`src/rtl/yduck_mem_pkg.sv`:
```
// rtl/yduck_mem_pkg.sv - shared memory-port constants and master IDs
package yduck_mem_pkg;

  typedef enum logic {
    M0 = 1'b0,
    M1 = 1'b1
  } mid_e;

  localparam logic [15:0] GPI_A         = 16'h100;
  localparam logic [15:0] GPO_A         = 16'h101;
  localparam int          DEF_MAX_BURST = 8;

endpackage

```
`src/rtl/ram_port_arbiter_if.sv`:
```
// rtl/ram_port_arbiter_if.sv - one master's request/grant/read-valid bundle
interface ram_port_arbiter_if #(
  parameter int DW = 16,
  parameter int AW = 13
);
  logic          req;
  logic          we;
  logic          lock;
  logic [AW-1:0] addr;
  logic [DW-1:0] wdata;
  logic          gnt;
  logic          rvalid;

  modport master (output req, we, lock, addr, wdata, input gnt, rvalid);
  modport slave  (input req, we, lock, addr, wdata, output gnt, rvalid);
endinterface

```
`src/rtl/arb_rr2.sv`:
```
// rtl/arb_rr2.sv - two-way round-robin pick with lockable bursts and a burst cap
module arb_rr2
  import yduck_mem_pkg::*;
#(
  parameter int MAX_BURST = DEF_MAX_BURST
) (
  input  logic       clk,
  input  logic       rst_n,
  input  logic [1:0] req_i,
  input  logic [1:0] lock_i,
  output logic [1:0] gnt_o
);
  localparam int CW = $clog2(MAX_BURST + 1);

  mid_e          last_owner_q, last_owner_d, win_id;
  logic [CW-1:0] burst_cnt_q, burst_cnt_d;
  logic          locked_q, locked_d;
  logic          any_gnt, hold;

  // lock only acts through locked_q, so gnt never depends on this cycle's lock/addr/we
  always_comb begin
    hold    = locked_q && req_i[last_owner_q] && (burst_cnt_q < CW'(MAX_BURST));
    any_gnt = 1'b1;
    win_id  = M0;
    case (req_i)
      2'b01:   win_id = M0;
      2'b10:   win_id = M1;
      2'b11:   win_id = hold ? last_owner_q : mid_e'(~last_owner_q);
      default: any_gnt = 1'b0;
    endcase
    gnt_o = 2'b00;
    if (any_gnt && rst_n) gnt_o = (win_id == M1) ? 2'b10 : 2'b01;
  end

  always_comb begin
    last_owner_d = last_owner_q;
    burst_cnt_d  = '0;
    locked_d     = 1'b0;
    if (any_gnt) begin
      last_owner_d = win_id;
      locked_d     = lock_i[win_id];
      if (win_id != last_owner_q)               burst_cnt_d = CW'(1);
      else if (burst_cnt_q == CW'(MAX_BURST))   burst_cnt_d = burst_cnt_q;
      else                                      burst_cnt_d = burst_cnt_q + CW'(1);
    end
  end

  always_ff @(posedge clk or negedge rst_n) begin
    if (!rst_n) begin
      last_owner_q <= M0;
      burst_cnt_q  <= '0;
      locked_q     <= 1'b0;
    end else begin
      last_owner_q <= last_owner_d;
      burst_cnt_q  <= burst_cnt_d;
      locked_q     <= locked_d;
    end
  end

endmodule

```
`src/rtl/ram_port_arbiter.sv`:
```
// rtl/ram_port_arbiter.sv - shares the single-port data RAM between two masters
// Muxes the winner onto the RAM port and steers one-cycle-latency read data back.
module ram_port_arbiter
  import yduck_mem_pkg::*;
#(
  parameter int DW        = 16,
  parameter int AW        = 13,
  parameter int MAX_BURST = DEF_MAX_BURST
) (
  input  logic                clk,
  input  logic                rst_n,
  ram_port_arbiter_if.slave   m0,
  ram_port_arbiter_if.slave   m1,
  output logic [DW-1:0]       rdata,
  output logic [AW-1:0]       ram_addr,
  output logic [DW-1:0]       ram_din,
  output logic                ram_we,
  input  logic [DW-1:0]       ram_dout
);
  logic [1:0] gnt;
  logic       rd_pend_q, rd_pend_d;
  mid_e       rd_id_q, rd_id_d;

  arb_rr2 #(.MAX_BURST(MAX_BURST)) u_arb (
    .clk    (clk),
    .rst_n  (rst_n),
    .req_i  ({m1.req, m0.req}),
    .lock_i ({m1.lock, m0.lock}),
    .gnt_o  (gnt)
  );

  assign m0.gnt = gnt[0];
  assign m1.gnt = gnt[1];

  // Idle cycles issue a read of address 0 so the RAM port is never left undriven
  always_comb begin
    ram_we   = 1'b0;
    ram_addr = '0;
    ram_din  = '0;
    if (gnt[0]) begin
      ram_we   = m0.we;
      ram_addr = m0.addr;
      ram_din  = m0.wdata;
    end else if (gnt[1]) begin
      ram_we   = m1.we;
      ram_addr = m1.addr;
      ram_din  = m1.wdata;
    end
  end

  always_comb begin
    rd_pend_d = (|gnt) && !ram_we;
    rd_id_d   = gnt[1] ? M1 : M0;
  end

  always_ff @(posedge clk or negedge rst_n) begin
    if (!rst_n) begin
      rd_pend_q <= 1'b0;
      rd_id_q   <= M0;
    end else begin
      rd_pend_q <= rd_pend_d;
      rd_id_q   <= rd_id_d;
    end
  end

  assign m0.rvalid = rd_pend_q && (rd_id_q == M0);
  assign m1.rvalid = rd_pend_q && (rd_id_q == M1);
  assign rdata     = ram_dout;

endmodule
```
`src/flat_wrapper.sv`:
```
// flat-port wrapper written by rule: the top's interface ports become plain ports
module ram_port_arbiter_flat import yduck_mem_pkg::*;
#(
  parameter int DW        = 16,
  parameter int AW        = 13,
  parameter int MAX_BURST = DEF_MAX_BURST
)
  (clk, rst_n, rdata, ram_addr, ram_din, ram_we, ram_dout, m0_req, m0_we, m0_lock, m0_addr, m0_wdata, m0_gnt, m0_rvalid, m1_req, m1_we, m1_lock, m1_addr, m1_wdata, m1_gnt, m1_rvalid);
  ram_port_arbiter_if #(.DW(DW), .AW(AW)) m0_i ();
  ram_port_arbiter_if #(.DW(DW), .AW(AW)) m1_i ();
  input  logic clk;
  input  logic rst_n;
  output logic [DW-1:0] rdata;
  output logic [AW-1:0] ram_addr;
  output logic [DW-1:0] ram_din;
  output logic ram_we;
  input  logic [DW-1:0] ram_dout;
  input wire logic [$bits(m0_i.req)-1:0] m0_req;
  input wire logic [$bits(m0_i.we)-1:0] m0_we;
  input wire logic [$bits(m0_i.lock)-1:0] m0_lock;
  input wire logic [$bits(m0_i.addr)-1:0] m0_addr;
  input wire logic [$bits(m0_i.wdata)-1:0] m0_wdata;
  output wire logic [$bits(m0_i.gnt)-1:0] m0_gnt;
  output wire logic [$bits(m0_i.rvalid)-1:0] m0_rvalid;
  input wire logic [$bits(m1_i.req)-1:0] m1_req;
  input wire logic [$bits(m1_i.we)-1:0] m1_we;
  input wire logic [$bits(m1_i.lock)-1:0] m1_lock;
  input wire logic [$bits(m1_i.addr)-1:0] m1_addr;
  input wire logic [$bits(m1_i.wdata)-1:0] m1_wdata;
  output wire logic [$bits(m1_i.gnt)-1:0] m1_gnt;
  output wire logic [$bits(m1_i.rvalid)-1:0] m1_rvalid;
  assign m0_i.req = m0_req;
  assign m0_i.we = m0_we;
  assign m0_i.lock = m0_lock;
  assign m0_i.addr = m0_addr;
  assign m0_i.wdata = m0_wdata;
  assign m0_gnt = m0_i.gnt;
  assign m0_rvalid = m0_i.rvalid;
  assign m1_i.req = m1_req;
  assign m1_i.we = m1_we;
  assign m1_i.lock = m1_lock;
  assign m1_i.addr = m1_addr;
  assign m1_i.wdata = m1_wdata;
  assign m1_gnt = m1_i.gnt;
  assign m1_rvalid = m1_i.rvalid;
  ram_port_arbiter #(.DW(DW), .AW(AW), .MAX_BURST(MAX_BURST)) u_core (.clk(clk), .rst_n(rst_n), .m0(m0_i), .m1(m1_i), .rdata(rdata), .ram_addr(ram_addr), .ram_din(ram_din), .ram_we(ram_we), .ram_dout(ram_dout));
endmodule
```
`config.mk`:
```
export PLATFORM = sky130hd
export DESIGN_NAME = ram_port_arbiter_flat
export DESIGN_NICKNAME = d
export VERILOG_FILES = /design/src/rtl/yduck_mem_pkg.sv /design/src/rtl/ram_port_arbiter_if.sv /design/src/rtl/arb_rr2.sv /design/src/rtl/ram_port_arbiter.sv /design/src/flat_wrapper.sv
export SDC_FILE = /design/constraint.sdc
export NUM_CORES = 1
export LEC_CHECK = 0
export ABC_AREA = 1
export CORE_AREA = 3 3 61 85
export DETAILED_ROUTE_END_ITERATION = 8
export DIE_AREA = 0 0 64 88
export GPL_TIMING_DRIVEN = 0
export HOLD_SLACK_MARGIN = 0.15
export PLACE_DENSITY = 0.78
export SETUP_SLACK_MARGIN = 0.4
export SYNTH_ARGS = -nofsm -noshare
export SYNTH_HDL_FRONTEND = slang
export SYNTH_SLANG_ARGS = --single-unit
```
`constraint.sdc`:
```
create_clock -name clk -period 1.5 [get_ports clk]
set_clock_uncertainty 0.1 [all_clocks]
set_input_delay 0.225 -clock clk [delete_from_list [all_inputs] [get_ports clk]]
set_output_delay 0.225 -clock clk [all_outputs]
set_load 0.1 [all_outputs]
```
==> run_1/met1.png <==
The bar under the picture is 20 um long. Cells faint in the background.
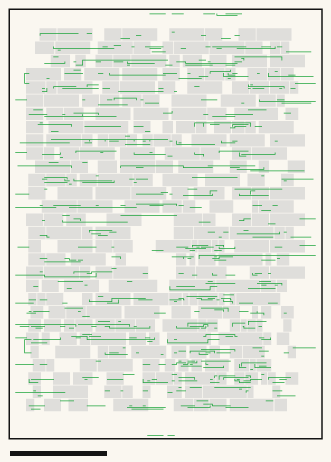
main direction = horizontal
longest straight run = 23.9 um
nets with wire on the layer = 304
wire length on this layer = 1390 um
share of all routed wire = 28%

==> run_1/met2.png <==
The bar under the picture is 20 um long. Cells faint in the background.
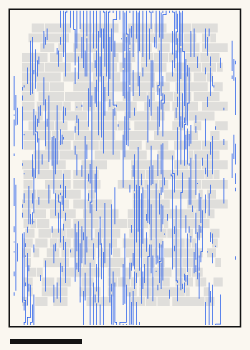
wire length on this layer = 3010 um
main direction = vertical
nets with wire on the layer = 352
share of all routed wire = 61%
longest straight run = 35.7 um
total routed wirelength: 4970 um
GR Util met2: 0.309
detailed-route via count: 1562

==> run_1/met3.png <==
The bar under the picture is 20 um long. Cells faint in the background.
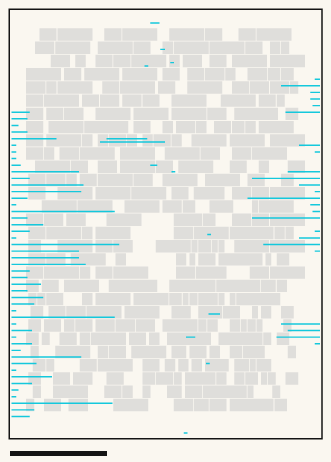
longest straight run = 21.8 um
wire length on this layer = 442 um
share of all routed wire = 8.9%
nets with wire on the layer = 77

==> impl_summary.log, run 1 <==
[report] extracting results
[metrics] total cells reported by yosys after synthesis: 167
[metrics] IO Pins: 132
[metrics] routed wire length per instance: 13.8 um
[metrics] share of Yosys cell area claimed by the top area cell type: 0.279
[metrics] clock transition at the registers of the reported paths: 0.04 ns
[metrics] final setup slack of the worst path: -0.473 ns
[metrics] netlist area before placement: 1060 sq um
[metrics] cells traversed along the worst timing path: inv_2 > nand3_2 > nand3_4 > nand2_8 > nand2_4 > clkinv_8 > clkbuf_16 > buf_4 > buf_12
[metrics] leakage power: 1.69 nW
[metrics] TritonCTS buffer count: 3
[metrics] via count normalized by instance count: 4.33
[metrics] count of unresolved DRC violations after routing: 0
[metrics] H-tree levels: 1
[metrics] Total Nets Final: 385
[metrics] clock tree sinks: 8
[metrics] instance area after placement: 2910 sq um
[metrics] status: finished, violations left
[metrics] floorplan core density: 0.234
[metrics] sequential cell area: 201 sq um
[metrics] footprint of the multi-input gates: 1450 sq um
[metrics] Slew Limit Headroom: 0.676
[metrics] final max-slew violation count: 0
[metrics] violated checks: setup timing
[metrics] # setup viols final: 37
[metrics] endpoints failing hold: 0
[metrics] CP bufs+invs: 5
[metrics] worst r2r src: u_core.u_arb.burst_cnt_q[3]
[metrics] commonest cells after routing, fill and taps aside: sky130_fd_sc_hd__clkdlybuf4s50_1 (62), sky130_fd_sc_hd__buf_12 (40), sky130_fd_sc_hd__nand2_4 (33)
[metrics] Post-DRT Antenna Nets: 0
[metrics] Hold Path Class: input port to flip-flop
[metrics] overall chip area: 5630 sq um
[metrics] maximum number of pins on one net before global-route repair: 12
[metrics] final weighted congestion in routability-driven placement: 0.693
[metrics] parity-gate share of the synthesized area counting xor and xnor cells: 0.0247
[metrics] Total Neg Setup Slack: -14.70 ns
[metrics] post-synthesis simple-gate area fraction: 0.516
[metrics] critical path's top delay family: buffers and inverters
## run 1: power by group
group / total [mW] / switching (mW) / leakage (nW) / internal [mW]
Clock: 0.257 / 0.0832 / 0.0216 / 0.174
Combinational: 2.03 / 1.23 / 1.57 / 0.800
Sequential: 0.273 / 0.0269 / 0.101 / 0.246
Total: 2.56 / 1.34 / 1.69 / 1.22
## run 1: synthesized netlist by cell type (all sizes together)
cell type  number
dfrtp           8
nand4           1
buf            22
nand3           8
ha              2
a21oi           1
xor2            3
nand2          99
nor2            9
inv            12
o21ai           2
## run 1: worst min-delay path, delay by kind of cell
family | cells | cell delay, ns
compound gates | 1 | 0.09
simple gates | 1 | 0.08
buf+inv | 1 | 0.27
## run 1: state kept, by name, summed over array words and instances, names as in the netlist
| register | count |
|---|---|
| u_core.rd_id_q | 1 |
| u_core.rd_pend_q | 1 |
| u_core.u_arb.burst_cnt_q | 4 |
| u_core.u_arb.last_owner_q | 1 |
| u_core.u_arb.locked_q | 1 |
## run 1: cells by family after synthesis
logic type,after synthesis
AND-OR/OR-AND,3
XOR/XNOR,3
adder cells (fa/ha/maj),2
buffers and inverters,34
flip-flops,8
AND/OR/NAND/NOR,117
## run 1: worst max path at each step
stage,to,from,depth (start not counted)
global route,ram_addr[11],u_core.u_arb.burst_cnt_q[3],11
floorplan,ram_din[6],u_core.u_arb.burst_cnt_q[3],10
finish,m0_gnt,u_core.u_arb.burst_cnt_q[3],9
detailed placement,ram_din[13],rst_n,9
global placement,ram_din[13],rst_n,9
CTS,ram_addr[3],u_core.u_arb.burst_cnt_q[3],11
## run 1: final cells by class
| type | count | area share |
|---|---|---|
| plain buffers | 22 | 0.0657 |
| clock buffers | 3 | 0.0113 |
| inverters | 12 | 0.0168 |
| multi-input cells | 125 | 0.397 |
| flip-flops and latches | 8 | 0.0551 |
| well taps | 62 | 0.0212 |
| repair buffers | 129 | 0.433 |
## run 1: metal layers
layer  vias up  part of all wire  track usage
met5         -                 0            0
met4         0             0.026       0.0550
met3        13             0.089       0.0475
met2        84              0.61        0.309
met1       717              0.28        0.142
li1        748                 -            -
## run 1: timing repair
action                                 CTS  global route
buffers inserted                         6             4
pin swaps                                1             3
setup endpoints to repair               58            42
hold buffers                             1             0
endpoints found under the hold margin    8             0
gates resized                          431            34
gates cloned                             1             2
## run 1: per-stage QoR
stage	setup slack, ns	utilization	std cells	total power [mW]	hold WS [ns]
after global placement	-1.98	0.642	344	1.91	0.455
after detailed placement	-2.00	0.642	344	1.92	0.460
final	-0.473	0.806	361	2.56	0.387
after CTS	-0.511	0.753	355	2.46	0.410
after floorplan	-0.215	-	167	1.50	-0.171
after global routing	-0.560	0.806	361	2.67	0.412
==> run 1 -> run 2 <==
Settings changed: GPL_TIMING_DRIVEN 0 to unset.
==> impl_summary.log, run 2 <==
[report] extracting results
[metrics] via count normalized by instance count: 4.16 (-3.8%)
[metrics] routed wire length per instance: 12.5 um (-9.1%)
[metrics] most used standard cells in the synthesized netlist: sky130_fd_sc_hd__nand2_1 (79), sky130_fd_sc_hd__nand2_2 (18), sky130_fd_sc_hd__buf_4 (16), sky130_fd_sc_hd__inv_1 (9), sky130_fd_sc_hd__dfrtp_1 (8)
[metrics] final setup slack of the worst path: -0.484 ns (-0.0111 ns)
[metrics] clock transition at the registers of the reported paths: 0.04 ns (about the same)
[metrics] fraction of registers with async set/reset: 1.00 (unchanged)
[metrics] share of power burned in registers: 0.120 (+0.013)
[metrics] hold-fix buffers at CTS: 0 (-1)
[metrics] floorplan core density: 0.234 (unchanged)
[metrics] P_int: 1.16 mW (-4.8%)
[metrics] Slew Limit Headroom: 0.825 (+0.150)
[metrics] IO Pins: 132 (unchanged)
[metrics] Hold Path Class: input port to async pin
[metrics] final weighted congestion in routability-driven placement: 0.720 (+3.8%)
[metrics] CP bufs+invs: 3 (-2)
[metrics] critical path's top delay family: simple AND/OR/NAND/NOR gates
[metrics] # setup viols final: 32 (-14%)
[metrics] most common flop cell mapped by yosys: sky130_fd_sc_hd__dfrtp_1
[metrics] WHS: 0.218 ns (-0.169 ns)
[metrics] endpoints failing hold: 0 (unchanged)
[metrics] number of enable flip-flop cells: 0 (unchanged)
[metrics] net switching power: 1.13 mW (-15%)
[metrics] violated checks: setup timing
[metrics] Clk pwr share: 0.109 (+0.009)
[metrics] share of Yosys cell area claimed by the top area cell type: 0.279 (unchanged)
[metrics] cells traversed along the worst timing path: inv_2 > nand2_2 > nand3_4 > nand2_8 > nor2_8 > buf_12 > nand2_2 > nand2_8 > buf_12
[metrics] TritonCTS buffer count: 3 (unchanged)
[metrics] status: finished, violations left
[metrics] worst r2r src: u_core.u_arb.last_owner_q
[metrics] H-tree levels: 1 (unchanged)
[metrics] leakage power: 1.48 nW (-12%)
[metrics] sum of internal, switching and leakage power: 2.29 mW (-10%)
[metrics] share of power burned in combinational logic: 0.771 (-0.022)
[metrics] total cells reported by yosys after synthesis: 167 (unchanged)
[metrics] commonest cells after routing, fill and taps aside: sky130_fd_sc_hd__clkdlybuf4s50_1 (64), sky130_fd_sc_hd__nand2_2 (40), sky130_fd_sc_hd__buf_12 (37)
[metrics] number of flip-flops under the largest register name: 4 (unchanged)
[metrics] Total Neg Setup Slack: -14.42 ns (+0.272 ns)
[metrics] net switching fraction of the power: 0.494 (-0.0298)
-- run 2: cell families (layout without fill, tap and decap cells) --
family                   Yosys count  count (layout)  synth area share
AND/OR/NAND/NOR                  117             117             0.516
buffers and inverters             34             142             0.233
flip-flops                         8               8             0.188
AND-OR/OR-AND                      3               3            0.0141
XOR/XNOR                           3               3            0.0247
adder cells (fa/ha/maj)            2               2            0.0236
-- run 2: metrics by stage --
step                      area (sq um)  setup slack (ns)  utilization  cells
after detailed placement          3110            -0.531        0.685    330
after CTS                         3260            -0.503        0.719    334
final                             3410            -0.484        0.751    337
after global routing              3410            -0.579        0.751    337
after floorplan                   1690            -0.215            -    167
after global placement            3110            -0.504        0.685    330
-- run 2: worst reg2reg max path: stages (launching register included) --
cell	delay (ns)
sky130_fd_sc_hd__dfrtp_1	0.43
sky130_fd_sc_hd__inv_2	0.09
sky130_fd_sc_hd__nand2_2	0.06
sky130_fd_sc_hd__nand3_4	0.09
sky130_fd_sc_hd__buf_4	0.12
sky130_fd_sc_hd__buf_6	0.10
sky130_fd_sc_hd__nand4_1	0.22
sky130_fd_sc_hd__nand2_8	0.14
sky130_fd_sc_hd__nor2_2	0.04
-- run 2: layer usage --
metal | global-route usage | share of wire | vias to the layer above
li1 | - | - | 703
met1 | 0.140 | 0.29 | 639
met2 | 0.306 | 0.62 | 53
met3 | 0.0347 | 0.076 | 8
met4 | 0.0491 | 0.013 | 0
met5 | 0 | 0 | -
-- run 2: area by class of cell --
type / count / area (sq um)
tap: 62 / 77.6
inverter: 12 / 61.3
clock buffer: 3 / 41.3
fill: 300 / 1130
sequential: 8 / 200
timing repair buffer: 127 / 1620
multi-input combinational: 125 / 1410
-- run 2: worst max path at each step --
stage                                     start           to  slack (ns)
finish                u_core.u_arb.last_owner_q   ram_din[3]       -0.48
global route        u_core.u_arb.burst_cnt_q[3]  ram_din[12]       -0.58
CTS                 u_core.u_arb.burst_cnt_q[3]  ram_addr[4]       -0.50
detailed placement                       m0_req  ram_din[15]       -0.53
global placement                         m0_req  ram_din[12]       -0.50
floorplan           u_core.u_arb.burst_cnt_q[3]   ram_din[6]       -0.22
-- run 2: what timing repair did --
item                       4_1_cts  5_1_grt
buffers inserted                 1        2
gates cloned                     0        1
pin swaps                        3        2
gates resized                   29       25
setup endpoints to repair       42       42
-- run 2: power by group through the flow --
stage          logic, mW  clock network [mW]  registers, mW
2_1_floorplan       1.24                   0          0.270
3_3_place_gp        1.66                   0          0.274
5_1_grt             1.85               0.271          0.278
4_1_cts             1.72               0.254          0.272
6_report            1.77               0.251          0.275
3_5_place_dp        1.68                   0          0.275
==> run_2/met3.png <==
The bar under the picture is 20 um long. Cells faint in the background.
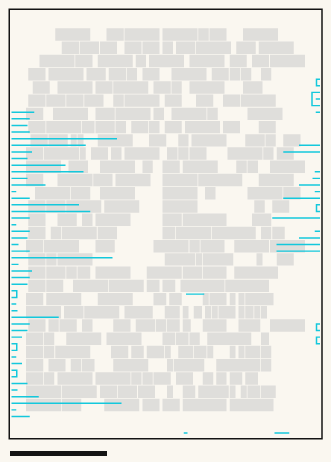
longest straight run = 22.3 um
nets with wire on the layer = 62
share of all routed wire = 7.6%

==> run_2/final_congestion.png <==
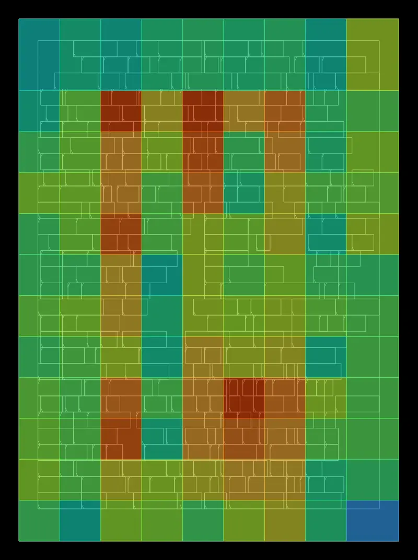
GRT Total Usage: 0.149
met3 routing resource usage after global routing: 0.0347
GR Util met2: 0.306

==> run_2/met2.png <==
The bar under the picture is 20 um long. Cells faint in the background.
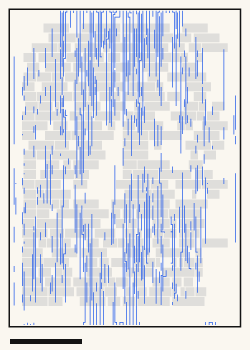
wire length on this layer = 2630 um
share of all routed wire = 62%
nets with wire on the layer = 308
main direction = vertical
detailed-route via count: 1403
total routed wirelength: 4220 um

Power and IR drop assume default switching activity.
